==> src/rtl/irq_aggregator.sv <==
// Interrupt aggregator: per-source synchroniser, debounce, polarity, level/edge capture,
// sticky pending with write-1-to-clear, masked priority encode and a gapped active-low irq_n.
module irq_aggregator #(
    parameter int NUM_SRC      = 8,
    parameter int SYNC_STAGES  = 2,
    parameter int DEBOUNCE_CYC = 16,
    parameter int IRQ_GAP      = 4
) (
    input  logic               clk,
    input  logic               reset_n,
    input  logic [NUM_SRC-1:0] src_in,
    input  logic [NUM_SRC-1:0] mask_reg,
    input  logic [NUM_SRC-1:0] mode_reg,
    input  logic [NUM_SRC-1:0] polarity_reg,
    input  logic               clr_stb,
    input  logic [NUM_SRC-1:0] clr_data,
    output logic [NUM_SRC-1:0] raw_status,
    output logic [NUM_SRC-1:0] pending,
    output logic [3:0]         first_src,
    output logic               first_valid,
    output logic               irq_n
);

    localparam int CNT_W    = (DEBOUNCE_CYC > 0) ? $clog2(DEBOUNCE_CYC + 1) : 1;
    localparam int INIT_LEN = SYNC_STAGES + DEBOUNCE_CYC + 1;
    localparam int INIT_W   = $clog2(INIT_LEN + 1);
    localparam int GAP_W    = $clog2(IRQ_GAP + 1);

    typedef enum logic {ST_INIT, ST_RUN} state_t;

    state_t                                state;
    logic [INIT_W-1:0]                     init_cnt;
    logic [SYNC_STAGES-1:0][NUM_SRC-1:0]   sync_q;
    logic [NUM_SRC-1:0]                    sync_out;
    logic [NUM_SRC-1:0]                    filtered;
    logic [NUM_SRC-1:0]                    filtered_nxt;
    logic [NUM_SRC-1:0][CNT_W-1:0]         deb_cnt;
    logic [NUM_SRC-1:0][CNT_W-1:0]         deb_cnt_nxt;
    logic [NUM_SRC-1:0]                    active;
    logic [NUM_SRC-1:0]                    prev_active;
    logic [NUM_SRC-1:0]                    set_vec;
    logic [NUM_SRC-1:0]                    clr_vec;
    logic [NUM_SRC-1:0]                    pending_nxt;
    logic [NUM_SRC-1:0]                    pend_mask;
    logic                                  req;
    logic [3:0]                            first_nxt;
    logic [GAP_W-1:0]                      gap_cnt;

    assign sync_out   = sync_q[SYNC_STAGES-1];
    assign active     = ~(filtered ^ polarity_reg);
    assign raw_status = active;

    // A change reaches filtered only after DEBOUNCE_CYC+1 consecutive disagreeing samples.
    always_comb begin
        filtered_nxt = filtered;
        deb_cnt_nxt  = '0;
        for (int i = 0; i < NUM_SRC; i++) begin
            if (state == ST_INIT) begin
                filtered_nxt[i] = sync_out[i];
            end else if (sync_out[i] != filtered[i]) begin
                if (deb_cnt[i] == CNT_W'(DEBOUNCE_CYC))
                    filtered_nxt[i] = sync_out[i];
                else
                    deb_cnt_nxt[i] = deb_cnt[i] + 1'b1;
            end
        end
    end

    // Set beats clear, so a still-active level source re-pends in the clearing cycle.
    assign set_vec     = active & ~(mode_reg & prev_active);
    assign clr_vec     = clr_stb ? clr_data : '0;
    assign pending_nxt = (state == ST_INIT) ? '0 : ((pending & ~clr_vec) | set_vec);
    assign pend_mask   = pending & mask_reg;
    assign req         = |pend_mask;

    always_comb begin
        first_nxt = '0;
        for (int i = NUM_SRC - 1; i >= 0; i--) begin
            if (pend_mask[i])
                first_nxt = 4'(i);
        end
    end

    always_ff @(posedge clk or negedge reset_n) begin
        if (!reset_n) begin
            state       <= ST_INIT;
            init_cnt    <= '0;
            sync_q      <= '0;
            filtered    <= '0;
            deb_cnt     <= '0;
            prev_active <= '0;
            pending     <= '0;
            first_src   <= '0;
            first_valid <= 1'b0;
            gap_cnt     <= '0;
            irq_n       <= 1'b1;
        end else begin
            sync_q      <= {sync_q[SYNC_STAGES-2:0], src_in};
            filtered    <= filtered_nxt;
            deb_cnt     <= deb_cnt_nxt;
            prev_active <= active;
            pending     <= pending_nxt;
            first_src   <= first_nxt;
            first_valid <= req;

            if (state == ST_INIT) begin
                if (init_cnt == INIT_W'(INIT_LEN - 1))
                    state <= ST_RUN;
                else
                    init_cnt <= init_cnt + 1'b1;
            end

            // irq_n is held high for IRQ_GAP cycles after every clear so the host sees a new edge.
            if (clr_stb) begin
                gap_cnt <= GAP_W'(IRQ_GAP - 1);
                irq_n   <= 1'b1;
            end else if (gap_cnt != '0) begin
                gap_cnt <= gap_cnt - 1'b1;
                irq_n   <= 1'b1;
            end else begin
                irq_n   <= ~req;
            end
        end
    end

endmodule

==> config.mk <==
export PLATFORM = sky130hd
export DESIGN_NAME = irq_aggregator
export DESIGN_NICKNAME = d
export VERILOG_FILES = /design/src/rtl/irq_aggregator.sv
export SDC_FILE = /design/constraint.sdc
export NUM_CORES = 1
export LEC_CHECK = 0
export ABC_AREA = 0
export CAP_MARGIN = 5
export CELL_PAD_IN_SITES_DETAIL_PLACEMENT = 1
export CELL_PAD_IN_SITES_GLOBAL_PLACEMENT = 2
export CORE_MARGIN = 2
export CORE_UTILIZATION = 40
export CTS_BUF_LIST = sky130_fd_sc_hd__clkbuf_8
export CTS_CLUSTER_SIZE = 28
export DETAILED_ROUTE_END_ITERATION = 10
export GPL_TIMING_DRIVEN = 0
export MAX_ROUTING_LAYER = met4
export PLACE_DENSITY_LB_ADDON = 0.05
export SYNTH_ARGS = -nofsm -noshare
export SYNTH_HDL_FRONTEND = slang
export SYNTH_SLANG_ARGS = --single-unit
==> constraint.sdc <==
create_clock -name clk -period 2.9 [get_ports clk]
set_clock_uncertainty 0.15 [all_clocks]
set_input_delay 0.58 -clock clk [delete_from_list [all_inputs] [get_ports clk]]
set_output_delay 0.58 -clock clk [all_outputs]
set_load 0.005 [all_outputs]
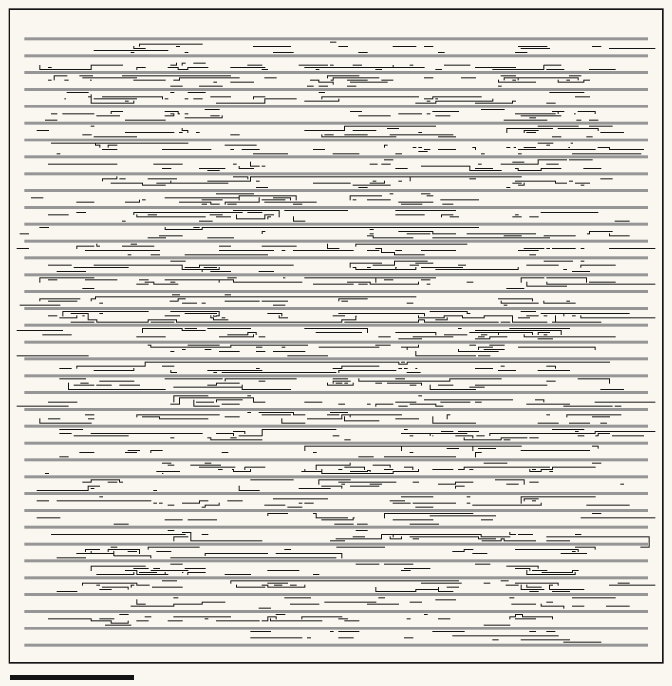
**Above:** met1 routing.
The bar under the picture is 20 µm long. Supply wires on this layer in grey.
longest straight run: 51.7 µm
wire length on this layer: 4,110 µm
nets with wire on the layer: 427
share of all routed wire: 49%
vias: 2,676
global routing usage on met1: 22.60%

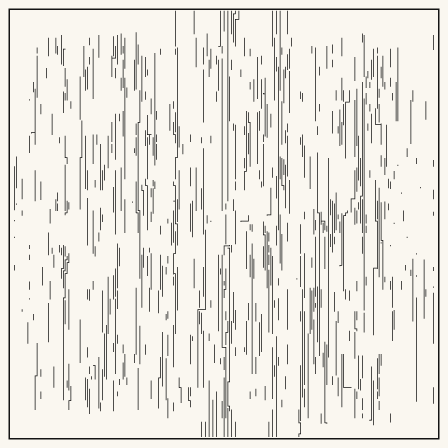
**Above:** signal wires on met2.
longest straight run: 52.0 µm
wire length on this layer: 3,890 µm
share of all routed wire: 46%
final WL: 8423 µm
global routing usage on met2: 25.85%

==> Changelog: implementation <==
### Implementation results

* Most used standard cell by instance count after synthesis: sky130_fd_sc_hd__dfrtp_1
* Syn Area/Cell at 11.94 µm²
* Fraction of synthesis flops using an asynchronous set or reset pin at 100.0%
* Power consumption at 2.807 mW
* Number of antenna violations at the first check in global routing at 0
* Top cells excl fill/tap: 93 x sky130_fd_sc_hd__dfrtp_1, 62 x sky130_fd_sc_hd__clkdlybuf4s50_1, 39 x sky130_fd_sc_hd__nor2_1
* Weighted congestion reported at the end of routability-driven placement at 0.7457
* Post-synth top area cell: sky130_fd_sc_hd__dfrtp_1
* Final count of hold timing violations at 0
* All-Layer GR Usage at 16.94%
* DRT iter0 DRCs at 63
* Origin of the worst setup path: polarity_reg[1]
* Master of the slowest instance on the critical path: sky130_fd_sc_hd__clkdlybuf4s50_1
* Drt drc at 0
* Area after detailed placement at 4928 µm²
* Pins over their slew limit at 0
* Yosys adder share at about 6.1%
* Flip-flops with a built-in enable at 0
* Crit path capture type: output pin
* Largest combinational cell category by area: simple AND/OR/NAND/NOR gates
* Final core area utilization at around 52%
* Most instantiated logic cell after routing: sky130_fd_sc_hd__dfrtp_1
* CTS clk-pin slew, worst paths at 0.09 ns
* Measured slew at the worst slew-check pin at 0.6455 ns
* Number of buffers created by CTS at 9
* Leading cell types by total area after synthesis: sky130_fd_sc_hd__dfrtp_1 57%, sky130_fd_sc_hd__ha_1 6.1%, sky130_fd_sc_hd__xor2_1 5.1%, sky130_fd_sc_hd__xnor2_1 4.3%, sky130_fd_sc_hd__nor2_1 3.6%
* Resized Gates After CTS at 0
* Die Ht at 105.3 µm
* Worst setup slack for register-to-register paths at 1.34 ns
* Fin area at 5114 µm²
* Clk sink count at 94
* Initial core utilization at between 40% and 50%
* Destination of the worst register-to-register timing path: filtered[0]$_DFFE_PN0P_
* Die Footprint at 11,090 µm²
* DRT antenna net count at 0
* List of cells traversed by the critical path: clkdlybuf4s50_1, xnor2_1, clkdlybuf4s50_1
* Number of cell instances after yosys synthesis at 344
* Post-detailed-placement half-perimeter wirelength at 5935 µm
* Ratio of final minimum period to clock period at between 90% and 100%
* Horizontal die dimension at approximately 110 µm
* Number of instances in the synthesized netlist at 344
* Worst endpoint required time at 2.17 ns
* Count of buffers inserted at the top-level ports at 63
* Area growth from synthesis to final layout at 24.53%
* Seq share, synth at 57.31%
* Reg2Reg Depth at 5
* Final setup viols at 0
* Largest net degree at the start of global routing at 64
* Finished Layout Cells at 557
* Comb gate area at 1615 µm²
* Final critical-path required period at between 2 and 3 ns
* Count of pins on the block boundary at about 65
* Max Cap Violations at 0
* CTS hold repair buffers at 0
* Static power due to leakage at 2.299 nW
* Startpoint-to-endpoint class of the critical path: input port to output pin
* Synth Net Count at 407
* Chip area from the yosys synthesis statistics at 4106 µm²
* # placed instances at 541
* CTS tree: built
* VDD IR max at about 230 µV
* Worst Path Max Fanout at 3
* Registers, synthesis at about 94
* Most frequent cells after synthesis: 93 x sky130_fd_sc_hd__dfrtp_1, 39 x sky130_fd_sc_hd__nor2_1, 26 x sky130_fd_sc_hd__nand2_1, 24 x sky130_fd_sc_hd__xor2_1
* Post-DR vias/cell at between 4 and 5
* Worst path max stage delay at 0.59 ns
* Number of global-route vias before repair at 2,831
* Root Buffer: sky130_fd_sc_hd__clkbuf_8
* Setup crit start kind: input port
* Overall overflow remaining after global route at 0
* Number of fill cells in the layout at 1,053
* Result of the run: complete, no violations
* Proportion of layout cells with a drive suffix above 1 at 9.434%
* Netlist Area Pre-Place at 4106 µm²
* Postcts setup bufs at 0
* Cell repeated most along the worst path: sky130_fd_sc_hd__clkdlybuf4s50_1
* Unrepaired setup endpoints after global routing: false
* Max-Slew Margin vs Limit at 56.97%
* Crit path setup slack, layout at 0.2898 ns
* Simple-gate share of the synthesized area at between 10% and 20%
* Fraction of the mapped netlist area in compound gates at 5.850%
* Largest delay contributor family on the critical path: buffers and inverters
* Number of buffer and inverter stages on the critical path at 2
* Total power density per cell area at 549.0 nW/µm²
* Distinct cells, synth at 39
* Placeable core region at 9864 µm²
* Achievable Freq at 383.1 MHz
==> logic make-up (layout without fill, tap and decap cells) <==
| group | count (synthesis) | count (layout) |
|---|---|---|
| and+or+nand+nor | 122 | 122 |
| DFF | 94 | 94 |
| xor gates and xnor gates | 44 | 44 |
| buffers and inverters | 28 | 108 |
| AOI/OAI and AO/OA | 25 | 25 |
| adders and majority gates | 20 | 20 |
| muxes | 10 | 10 |
| other | 1 | 1 |
==> metal layers <==
layer / GRT usage, % / routed length, µm
met5: - / 0
met4: 6.571 / 119
met3: 2.968 / 307
met2: 25.85 / 3890
met1: 22.60 / 4105
==> power by group <==
group	leakage [nW]	switching, mW	internal (mW)
Sequential	1.16	0.100	1.43
Clock	0.0913	0.469	0.357
Combinational	1.05	0.200	0.253
==> cell type report <==
cell class / instances / area share (%)
inverters: 22 / 1.615
repair buffers: 64 / 12.82
plain buffers: 6 / 1.077
clock inverters: 5 / 0.6606
well taps: 133 / 3.254
flip-flops and latches: 94 / 46.02
multi-input cells: 222 / 31.59
clock buffers: 11 / 2.961
==> state kept, by name (all words and copies together) (netlist names) <==
| register | count |
|---|---|
| pending | 8 |
| init_cnt | 5 |
| filtered | 8 |
| gap_cnt | 3 |
| deb_cnt | 40 |
| sync_q | 8 |
| state | 1 |
| first_src | 3 |
| prev_active | 8 |
| sync_out | 8 |
| first_valid | 1 |
| irq_n | 1 |
==> through the flow <==
step                      TNS, ns  hold slack (ns)
after floorplan                 0           0.1344
after global placement    -238.15           0.1842
after detailed placement        0           0.1870
after CTS                       0         0.002323
after global routing            0          0.02265
final                           0         0.004161
Power figures rest on the tool's default switching activity, not on a simulated workload.
